### Sequential cells colored by netlist name, run 1

Other sequential cells in the stronger gray, the rest of the logic in the fainter gray.
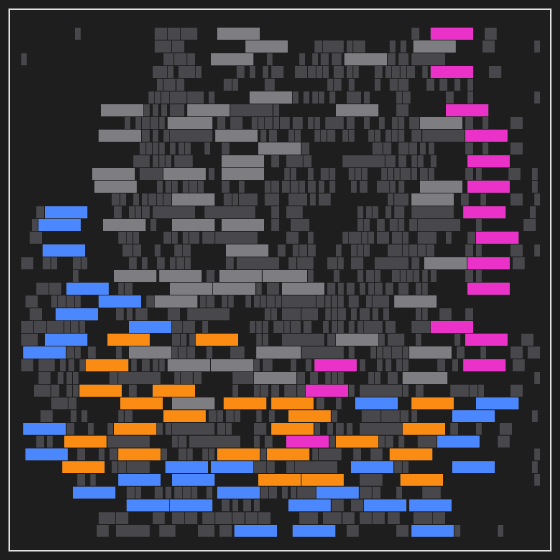
### Wires at chosen ports, followed through buffers, run 1

The bar under the picture is 20 µm long.
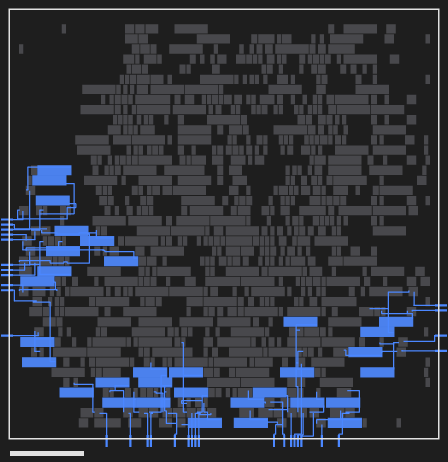
### The metal 1 layer, run 1

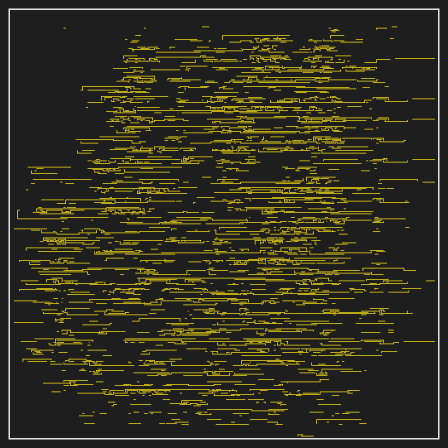
### Clock network drawn from the DEF, run 1

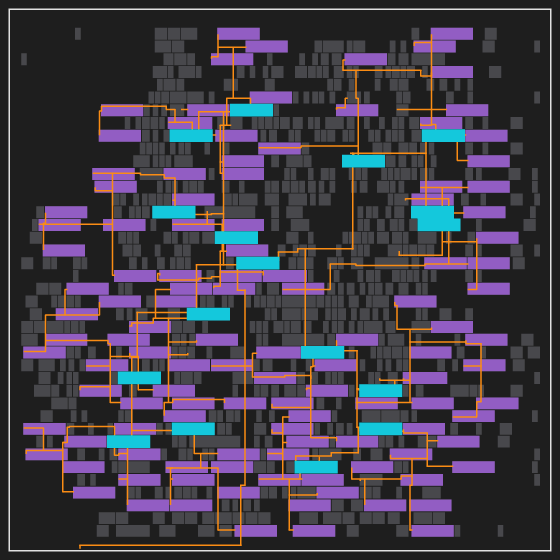
`src/rtl/instr_mem_loader_pkg.sv`:
```
// Shared definitions for the instruction-memory loader: state encoding,
// word capacity and header length width.
package instr_mem_loader_pkg;

    localparam int DEF_INS_MEM_DEPTH = 256;
    localparam int MAX_WORDS         = DEF_INS_MEM_DEPTH / 4;
    localparam int LEN_W             = 16;

    typedef enum logic [2:0] {
        LEN_HI = 3'd0,
        LEN_LO = 3'd1,
        DATA   = 3'd2,
        WRITE  = 3'd3,
        DONE   = 3'd4,
        ERR    = 3'd5
    } ldr_state_t;

endpackage

```
`src/rtl/instr_mem_loader_byte_to_word_packer.sv`:
```
// Collects four stream bytes MSB-first; word_valid flags the byte that
// completes a word, with word_next presenting the finished word that cycle.
module byte_to_word_packer #(
    parameter int WORD_W = 32
) (
    input  logic              clk,
    input  logic              rst_n,
    input  logic              clr,
    input  logic              shift_en,
    input  logic [7:0]        byte_in,
    output logic [WORD_W-1:0] word_next,
    output logic              word_valid
);

    // Only the first three bytes need storage; the fourth arrives live.
    logic [WORD_W-9:0] word_q;
    logic [1:0]        idx_q;

    assign word_next  = {word_q, byte_in};
    assign word_valid = shift_en && (idx_q == 2'd3);

    always_ff @(posedge clk or negedge rst_n) begin
        if (!rst_n) begin
            word_q <= '0;
            idx_q  <= '0;
        end else if (clr) begin
            idx_q  <= '0;
        end else if (shift_en) begin
            word_q <= word_next[WORD_W-9:0];
            idx_q  <= idx_q + 2'd1;
        end
    end

endmodule

```
`src/rtl/instr_mem_loader.sv`:
```
// Writer side of instruction memory: parses a length-prefixed byte stream,
// writes 32-bit words at byte addresses 0,4,8,... and holds the CPU until done.
module instr_mem_loader
    import instr_mem_loader_pkg::*;
#(
    parameter int Ins_mem_width = 32,
    parameter int Ins_mem_depth = DEF_INS_MEM_DEPTH
) (
    input  logic                     clk,
    input  logic                     rst_n,
    input  logic [7:0]               in_byte,
    input  logic                     in_valid,
    output logic                     in_ready,
    input  logic                     reload,
    output logic                     wr_en,
    output logic [Ins_mem_width-1:0] wr_addr,
    output logic [Ins_mem_width-1:0] wr_data,
    output logic                     cpu_hold,
    output logic                     done,
    output logic                     err
);

    localparam int CAP_WORDS = Ins_mem_depth / 4;

    ldr_state_t               state_q, state_d;
    logic [7:0]               len_hi_q;
    logic [LEN_W-1:0]         len_q;
    logic [LEN_W-1:0]         len_full;
    logic [LEN_W-1:0]         wcnt_q;
    logic [Ins_mem_width-1:0] wr_addr_q, wr_data_q;
    logic [31:0]              word_next;
    logic                     word_valid;
    logic                     xfer, shift_en, pk_clr, reload_go;

    assign xfer      = in_valid && in_ready;
    assign shift_en  = xfer && (state_q == DATA);
    assign len_full  = {len_hi_q, in_byte};
    assign reload_go = reload && (state_q == DONE || state_q == ERR);

    byte_to_word_packer #(.WORD_W(32)) u_packer (
        .clk        (clk),
        .rst_n      (rst_n),
        .clr        (pk_clr),
        .shift_en   (shift_en),
        .byte_in    (in_byte),
        .word_next  (word_next),
        .word_valid (word_valid)
    );

    always_ff @(posedge clk or negedge rst_n) begin
        if (!rst_n) state_q <= LEN_HI;
        else        state_q <= state_d;
    end

    always_comb begin
        state_d  = state_q;
        in_ready = 1'b0;
        pk_clr   = 1'b0;
        case (state_q)
            LEN_HI: begin
                in_ready = 1'b1;
                if (xfer) state_d = LEN_LO;
            end
            LEN_LO: begin
                in_ready = 1'b1;
                if (xfer) begin
                    if (len_full == '0)                     state_d = DONE;
                    else if (len_full > LEN_W'(CAP_WORDS))  state_d = ERR;
                    else                                    state_d = DATA;
                end
            end
            DATA: begin
                in_ready = 1'b1;
                if (word_valid) state_d = WRITE;
            end
            WRITE: begin
                pk_clr  = 1'b1;
                state_d = (wcnt_q + LEN_W'(1) == len_q) ? DONE : DATA;
            end
            DONE, ERR: begin
                if (reload_go) begin
                    pk_clr  = 1'b1;
                    state_d = LEN_HI;
                end
            end
            default: state_d = LEN_HI;
        endcase
    end

    // Address/data are captured as the last byte lands so they are valid
    // throughout WRITE and hold afterwards.
    always_ff @(posedge clk or negedge rst_n) begin
        if (!rst_n) begin
            len_hi_q  <= '0;
            len_q     <= '0;
            wcnt_q    <= '0;
            wr_addr_q <= '0;
            wr_data_q <= '0;
        end else begin
            if (state_q == LEN_HI && xfer) len_hi_q <= in_byte;
            if (state_q == LEN_LO && xfer) len_q    <= len_full;
            if (word_valid) begin
                wr_data_q <= Ins_mem_width'(word_next);
                wr_addr_q <= Ins_mem_width'({wcnt_q, 2'b00});
            end
            if (state_q == WRITE) wcnt_q <= wcnt_q + LEN_W'(1);
            else if (reload_go)   wcnt_q <= '0;
        end
    end

    assign wr_en    = (state_q == WRITE);
    assign wr_addr  = wr_addr_q;
    assign wr_data  = wr_data_q;
    assign done     = (state_q == DONE);
    assign err      = (state_q == ERR);
    assign cpu_hold = (state_q != DONE);

endmodule

```
`config.mk`:
```
export PLATFORM = sky130hd
export DESIGN_NAME = instr_mem_loader
export DESIGN_NICKNAME = d
export VERILOG_FILES = /design/src/rtl/instr_mem_loader_pkg.sv /design/src/rtl/instr_mem_loader_byte_to_word_packer.sv /design/src/rtl/instr_mem_loader.sv
export SDC_FILE = /design/constraint.sdc
export NUM_CORES = 1
export LEC_CHECK = 0
export ABC_AREA = 1
export ABC_CLOCK_PERIOD_IN_PS = 2490
export CAP_MARGIN = 25
export CORE_MARGIN = 2
export CORE_UTILIZATION = 45
export DETAILED_ROUTE_END_ITERATION = 7
export HOLD_SLACK_MARGIN = 0.02
export PLACE_DENSITY = 0.68
export SETUP_SLACK_MARGIN = 0.4
export SLEW_MARGIN = 0
export SYNTH_ARGS = -nofsm -noshare
export SYNTH_HDL_FRONTEND = slang
export SYNTH_SLANG_ARGS = --single-unit
```
`constraint.sdc`:
```
create_clock -name clk -period 2.49 [get_ports clk]
set_input_delay 0.3735 -clock clk [delete_from_list [all_inputs] [get_ports clk]]
set_output_delay 0.3735 -clock clk [all_outputs]
set_load 0.1 [all_outputs]
```
==> notes.md, run 1 <==
This note records the results obtained with Yosys and OpenROAD.

Routing
Summed over all nets, wire length on met2 after detailed routing comes to 6.46 mm. The vias after detailed routing is 4,717. The highest routed metal layer is met4.

GRT
The largest net degree at the start of global routing is 61. In the global route stage, met1 resource usage came out at 29.3%. The initial antenna violation count is 0.

In the global route stage, met3 resource usage came out at 4.16%.

Synth
In this run the cell area of the synthesized design comes to 5570 µm². Counting instances in the post-synthesis netlist gives the leading cell types as 195 x sky130_fd_sc_hd__nand2_1, 117 x sky130_fd_sc_hd__dfrtp_1, 93 x sky130_fd_sc_hd__o21ai_0. The top-area cell type share of the netlist area is 52.6%. The post-synth count of flops with an enable pin is 0.

The prevailing logic family in the synthesized netlist is simple AND/OR/NAND/NOR gates. The synthesized netlist has a Yosys-reported chip area of 5570 µm². The cell-mix breakdown from Yosys lists the simple-gate area share as 25.4%. The leading cell type by number of instances after synthesis is sky130_fd_sc_hd__nand2_1. After synthesis, the netlist uses 31 different library cells. The count of instantiated cells in the yosys netlist is 671. The cell taking the most area after synthesis is sky130_fd_sc_hd__dfrtp_1. The count of warnings emitted by yosys is 0. Among all flip-flop cells after synthesis, the most frequent one is sky130_fd_sc_hd__dfrtp_1. The area fraction in mux cells is 1.82%.

Min path
Looking at the hold checks, the worst path lands on wr_addr[14]$_DFFE_PN0P_. In this run the worst hold path is classified as flip-flop to flip-flop.

Worst setup path
The startpoint kind of the worst setup timing path is a flip-flop. The largest driver fanout on the critical path is 10. The critical path endpoint has a required time of 2.12 ns. The timing report gives the biggest stage delay along the critical path as 0.49 ns.

Floorplan
The report lists the number of standard-cell rows as 40. The die boundary height is 115 µm.

Power and ir drop
Of the total power, combinational logic draws 23.7%. The fraction of power spent switching nets is 34.3%. The peak ir drop on the vdd network is 488 µV.

Clocking
CTS reports a maximum clock tree buffer depth of 2. The report lists the number of cells resized after CTS as 1. The number of sinks on the clock net is 117. The number of setup buffers added after CTS is 0.

Timing
The count of final setup violators is 0. Summed over all failing endpoints, the final setup total negative slack is 0 ns. Setup repair after global routing could not meet its margin everywhere. Max-slew check failures listed in the final report amount to 0. The worst hold slack is 0.480 ns. The final cycle utilization of the critical path is 80.9%.

Cells and area
The cell kind with the greatest summed area is registers. The count of filler cells inserted in the layout is 1,086. Of the total standard cell area in the layout, the sequential portion is 42.0%. Once layout is complete, the utilization of the core stands at 57.8%. The layout report lists the combined flip-flop and latch area as 2930 µm². The design area is 6980 µm². Across the whole layout, multi-input logic makes up 32.2% of the cell area. The count of clock buffers in the final design is 22. The finished layout holds 932 standard cells, fillers aside. The count of multi-input combinational gates is 454.

Placed design
After detailed placement, the design holds a cell count of 890. The count of buffers added on input and output ports is 64. The weighted congestion reported at the end of routability-driven placement is 0.899.

Outcome
The flow ran to the end, and the final reports show no timing, DRC or antenna violations.
Back to the opening pictures, 'Sequential cells colored by netlist name':
[orange] `u_packer.word_q` | flops: 24
[magenta] `wr_addr` | flops: 16
[blue] `wr_data` | flops: 32
not colored: 45

Back to the opening pictures, 'Wires at chosen ports, followed through buffers':
[blue] `wr_data` | bits: 32 | direction: output | edge: 17 south, 11 west, 4 east | end cells: 32 | buffers: 32 | wire: 811 µm

Back to the opening pictures, 'The metal 1 layer':
main direction: horizontal
longest straight run: 35.9 µm
nets with wire on the layer: 697
share of all routed wire: 46%
wire length on this layer: 6,160 µm

Back to the opening pictures, 'Clock network drawn from the DEF':
[purple] flip-flops | count: 117
[cyan] clock-net drivers | count: 17
[orange] clock wires | length: 1,470 µm
routed clock nets: 18
flops lie: spread over the die
share of total power in the clock network: 36.8%
latest clock arrival within the worst-skew pair: 0.41 ns
largest clock skew in the final design: 0.00909 ns

### Congestion heat map, run 1

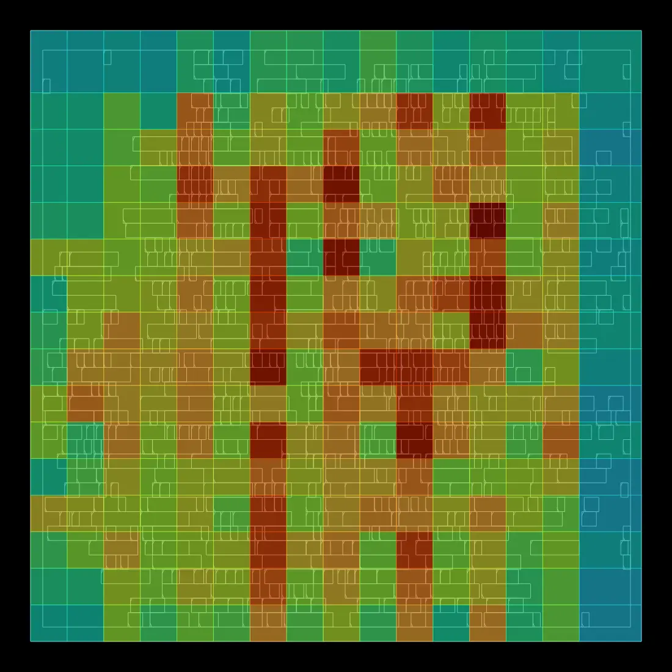

==> run 2, diff against run 1 <==
--- a/config.mk
+++ b/config.mk
@@ -6,13 +6,13 @@
 export NUM_CORES = 1
 export LEC_CHECK = 0
 export ABC_AREA = 1
-export ABC_CLOCK_PERIOD_IN_PS = 2490
+export ABC_CLOCK_PERIOD_IN_PS = 1800
 export CAP_MARGIN = 25
 export CORE_MARGIN = 2
 export CORE_UTILIZATION = 45
 export DETAILED_ROUTE_END_ITERATION = 7
 export HOLD_SLACK_MARGIN = 0.02
-export PLACE_DENSITY = 0.68
+export PLACE_DENSITY = 0.71
 export SETUP_SLACK_MARGIN = 0.4
 export SLEW_MARGIN = 0
 export SYNTH_ARGS = -nofsm -noshare
==> constraint.sdc (replaced) <==
create_clock -name clk -period 1.8 [get_ports clk]
set_input_delay 0.27 -clock clk [delete_from_list [all_inputs] [get_ports clk]]
set_output_delay 0.27 -clock clk [all_outputs]
set_load 0.1 [all_outputs]
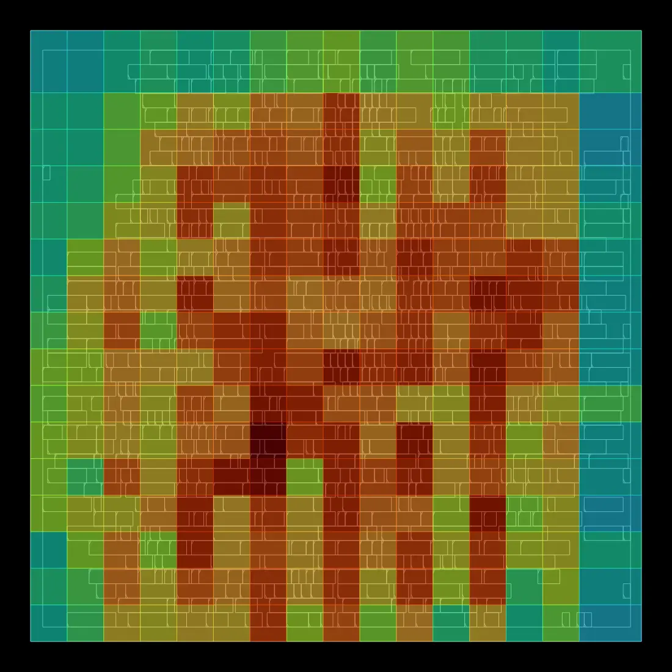
*Congestion heat map, run 2*
GRT Util Overall: 28.6%
met1 GRT Util: 35.6%

==> run 2 against run 1 <==
The run now ends with negative setup slack left. Sequential cell count unchanged. Hold slack got worse by 0.017 ns. Via count increased by 18%. Clock power increased by 31%. Design area increased by 33%. Synthesized cell count unchanged. Sequential power increased by 45%. Power increased by 61%. Combinational power increased by 130%. Global-route usage increased by 7.4 points. Wire length increased by 45%. Non-clock buffer count increased by 84. Critical endpoint is now state_q[0]$_DFFE_PN0P_. Largest cell class unchanged.
==> notes.md, run 2 <==
This note records the results obtained with Yosys and OpenROAD.

Min path
The type of the most critical hold path is input port to flip-flop. Looking at the hold checks, the worst path lands on u_packer.word_q[1]$_DFFE_PN0P_.

Synth
Summing the areas of all and, or, nand and nor instances in the mapped netlist gives 25.4% of the synthesized area. The cell area after technology mapping is 5570 µm². The count of warnings emitted by yosys is 0. In this run the biggest area consumer among cell types represents 52.6% of the synthesized area.

The count of flip-flops with a built-in enable after synthesis is 0. The prevailing logic family in the synthesized netlist is simple AND/OR/NAND/NOR gates. The synthesized netlist has a Yosys-reported chip area of 5570 µm². By count the netlist is led by 195 x sky130_fd_sc_hd__nand2_1, 117 x sky130_fd_sc_hd__dfrtp_1, 93 x sky130_fd_sc_hd__o21ai_0. The count of instantiated cells in the yosys netlist is 671. The leading cell type by number of instances after synthesis is sky130_fd_sc_hd__nand2_1.

The most used flip-flop cell after synthesis is sky130_fd_sc_hd__dfrtp_1. The gate-level netlist out of Yosys references 31 unique cell types. The cell taking the most area after synthesis is sky130_fd_sc_hd__dfrtp_1.

Cells and area
Per the layout report, the design carries 20 clock buffers. Excluding fillers, the count of instances in the completed layout stands at 1,017. Looking at the area split, the leading class of cells is registers. Per the layout area report, the register area comes to 2940 µm². The layout has 705 filler cells. The fraction of cell area in multi-input combinational cells is reported as 31.4%. At the end of the flow the core is filled with cells to 76.9%. The count of multi-input combinational gates is 454. The design area is 9280 µm². The proportion of cell area occupied by registers is 31.6%.

Worst setup path
The startpoint kind of the worst setup timing path is a flip-flop. Among all stages on the critical path, the maximum delay recorded is 0.46 ns. At the worst endpoint, the required time is 2.15 ns. The largest driver fanout on the critical path is 5.

GRT
The initial antenna violation count is 0. Entering global routing, the biggest net connects 118 pins.

Routing
The routed design uses 9.90 mm of met2 wire. In this run, the number of DRC markers left after iteration 0 of detailed routing was 340. The highest routed metal layer is met4.

For this block, the via count after detailed routing is 5,588.

Clocking
No sink is reached through more buffers than the 2 on the longest clock path. The number of setup buffers added after CTS is 36. The insertion delay to the later sink of the worst-skew pair is 0.42 ns. The post-CTS resize count is 227.

Placed design
The weighted congestion reported at the end of routability-driven placement is 0.900. The tally of buffers added on design ports is 64. After detailed placement, the design holds a cell count of 924.

Timing
Setup repair after global routing could not meet its margin everywhere. The total negative slack is -2.97 ns. The worst setup margin is -0.167 ns.

Of the available clock period, the critical path in the final layout requires 109%. On the final layout, the worst hold slack is 0.462 ns. The count of final setup violators is 53. On the final layout, the worst clock skew is 0.00970 ns.

Power and ir drop
The clock group share of total power is 30.0%. The combinational cell fraction of total power is 34.4%. The script computed the net switching share of total power as 37.8%. The peak ir drop on the vdd network is 704 µV.

Outcome
The final reports fail on negative setup slack. The flow ran to the end, but the final reports show violations.
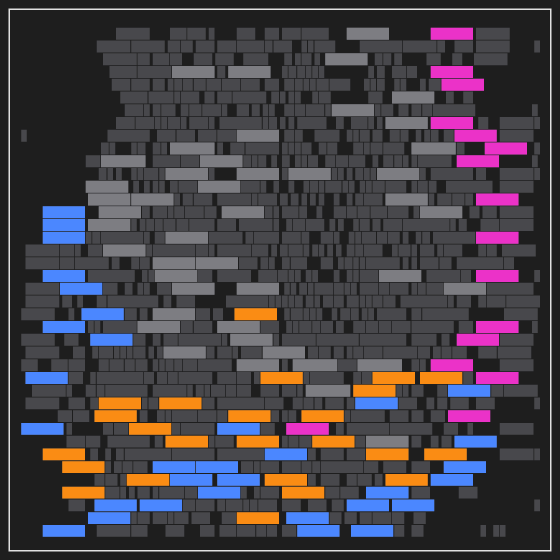
*Sequential cells colored by netlist name, run 2*
Other sequential cells in the stronger gray, the rest of the logic in the fainter gray.
[blue] `wr_data` | flops: 32
[magenta] `wr_addr` | flops: 16
[orange] `u_packer.word_q` | flops: 24
not colored: 45

### The metal 1 layer, run 2

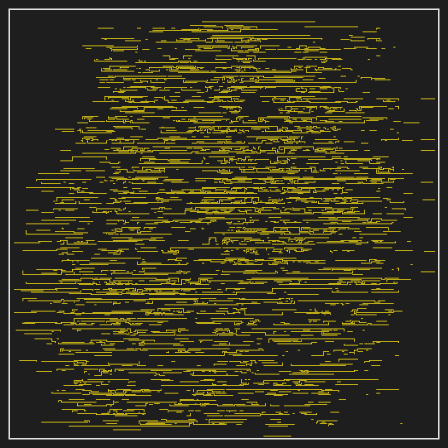

==> run 3, diff against run 2 <==
--- a/config.mk
+++ b/config.mk
@@ -13,6 +13,7 @@
 export DETAILED_ROUTE_END_ITERATION = 7
 export HOLD_SLACK_MARGIN = 0.02
 export PLACE_DENSITY = 0.71
+export RECOVER_POWER = 50
 export SETUP_SLACK_MARGIN = 0.4
 export SLEW_MARGIN = 0
 export SYNTH_ARGS = -nofsm -noshare
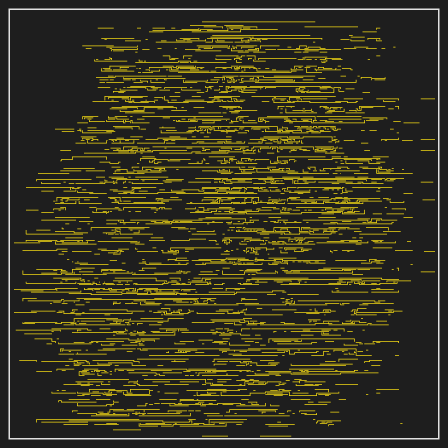
*The metal 1 layer, run 3*
share of all routed wire: 39%
longest straight run: 41.2 µm

==> run 3 against run 2 <==
The run still ends with negative setup slack left. Non-clock buffer count is the same. Maximum frequency is essentially flat. Area after synthesis is the same. Utilization shrank 0.073 points. Synthesized cell count is the same. Count of clock-buffer cells in the layout is the same. Combinational power is essentially flat. Global-route usage is the same. Sequential share of layout area is essentially flat. Clock power is essentially flat. Critical path type unchanged. Critical endpoint unchanged.
==> notes.md, run 3 <==
This note records the results obtained with Yosys and OpenROAD.

Outcome
The flow ran to the end, but the final reports show violations. The final reports fail on negative setup slack.

Routing
The highest routed metal layer is met4. Detailed routing inserted a total of 5,613 vias. The number of DRC violations after detailed-routing iteration 0 is 337. For this run, design rule violations remaining after detail routing come to 0.

The routed length on met2 is 9.85 mm. The met3 routed wirelength is 1.21 mm. The routed length on met1 is 7.63 mm.

Clocking
The post-CTS resize count is 227. The number of setup buffers added after CTS is 36. Looking at the clock tree report, the maximum root-to-sink buffer count equals 2. The number of sinks on the clock net is 117.

Worst setup path
Per STA, the worst path accumulates the most delay in the family simple AND/OR/NAND/NOR gates. The logic depth of the worst path, buffers included is 11. STA lists the startpoint of the worst register-to-register path as state_q[1]$_DFFE_PN0P_. Of all nets on the critical path, the largest fanout is 5. STA classifies the critical path startpoint as a flip-flop. The longest incremental delay of any stage on the critical path is reported as 0.46 ns.

The data required time at the worst endpoint is 2.15 ns.

GRT
The total track usage is 28.6%. The met3 demand-to-capacity share in global routing is 5.85%. The initial antenna violation count was 0. The largest net degree at the start of global routing is 118. met1 track demand over resource after global routing is 35.6%.

Timing
Setup repair after global routing could not meet its margin everywhere. In the final report, the number of endpoints failing setup comes to 53. Adding up every negative setup slack in the final design gives -3.05 ns. The final cycle utilization of the critical path is 109%. The worst hold slack is 0.463 ns. The worst setup margin is -0.169 ns.

The count of final max-slew check failures is 0.

Synth
The proportion of synthesized flip-flops having asynchronous set or reset is 100%. Measured against the total synthesized area, the mux share comes to 1.82%. The cell taking the most area after synthesis is sky130_fd_sc_hd__dfrtp_1. sky130_fd_sc_hd__nand2_1 is the most common cell in the netlist. After synthesis, the design contains 671 cells according to Yosys.

The count of flip-flops with a built-in enable after synthesis is 0. The cell-mix breakdown from Yosys lists the simple-gate area share as 25.4%. The most used flip-flop cell after synthesis is sky130_fd_sc_hd__dfrtp_1.

By count the netlist is led by 195 x sky130_fd_sc_hd__nand2_1, 117 x sky130_fd_sc_hd__dfrtp_1, 93 x sky130_fd_sc_hd__o21ai_0. For reference, the post-synthesis area per instance comes to 8.30 µm². The top-area cell type share of the netlist area is 52.6%. The synthesis report lists the Yosys warning total as 0. The cell area after technology mapping is 5570 µm². The prevailing logic family in the synthesized netlist is simple AND/OR/NAND/NOR gates. Yosys mapped the design onto 31 distinct sky130hd cell types. The chip area line in the Yosys stat output reads 5570 µm².

Cells and area
The count of multi-input combinational gates is 454. The final report gives the standard cell area, fillers excluded, as 9270 µm². Across the whole layout, storage elements make up 31.7% of the cell area. The sequential cells in the finished layout cover a total of 2940 µm². The count of buffers not belonging to the clock network in the layout is 166. Per the layout report, the design carries 20 clock buffers. The total number of nets in the final design is 851. The count of filler cells inserted in the layout is 708. 0 antenna diodes ended up in the layout. The share of the final layout cell area in multi-input gates is 31.4%.

The non-filler instance count after layout is 1,017. Cells fill 76.9% of the core in the end. Among all cell classes, the greatest summed area belongs to registers.

Min path
In the hold timing report, the worst path depth is 3. The hold path endpoint is u_packer.word_q[1]$_DFFE_PN0P_. Checking hold timing, the worst path is listed with class input port to flip-flop.

Floorplan
Measured along the y axis, the die boundary spans 115 µm. The number of primary I/O pins is 81. Once the floorplan was initialized, standard cells occupied 46.2% of the core. The initialized floorplan defines 40 standard-cell rows.

Power and ir drop
The share of total power dissipated in combinational logic is 34.4%. The report lists the power per cell area as 1160 nW/µm². The design draws 10.7 mW. The peak ir drop on the vdd network is 703 µV. Net switching is 37.8% of the power.

The clock group share of total power is 30.1%.

Placed design
The number of placed cells counting well taps is 924. The HPWL after detailed placement is 9.59 mm. The placement-stage worst setup slack is -0.104 ns. The weighted congestion reported at the end of routability-driven placement is 0.900.

The tally of buffers added on design ports is 64.
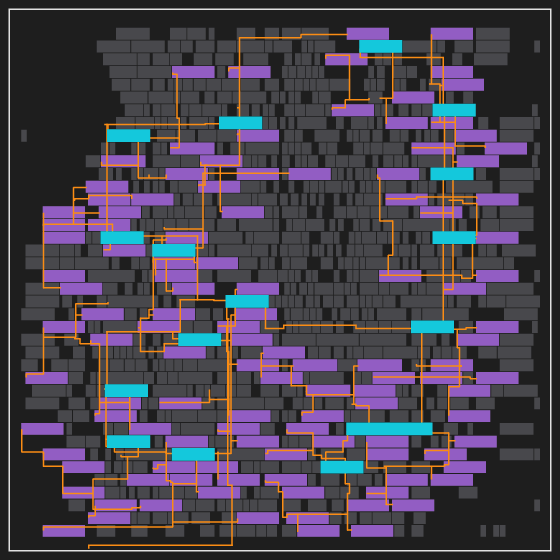
*Clock network drawn from the DEF, run 3*
[orange] clock wires | length: 1,570 µm
[purple] flip-flops | count: 117
[cyan] clock-net drivers | count: 17
flops lie: spread over the die
largest clock skew in the final design: 0.0116 ns
latest clock arrival within the worst-skew pair: 0.43 ns

Power and IR drop assume default switching activity.
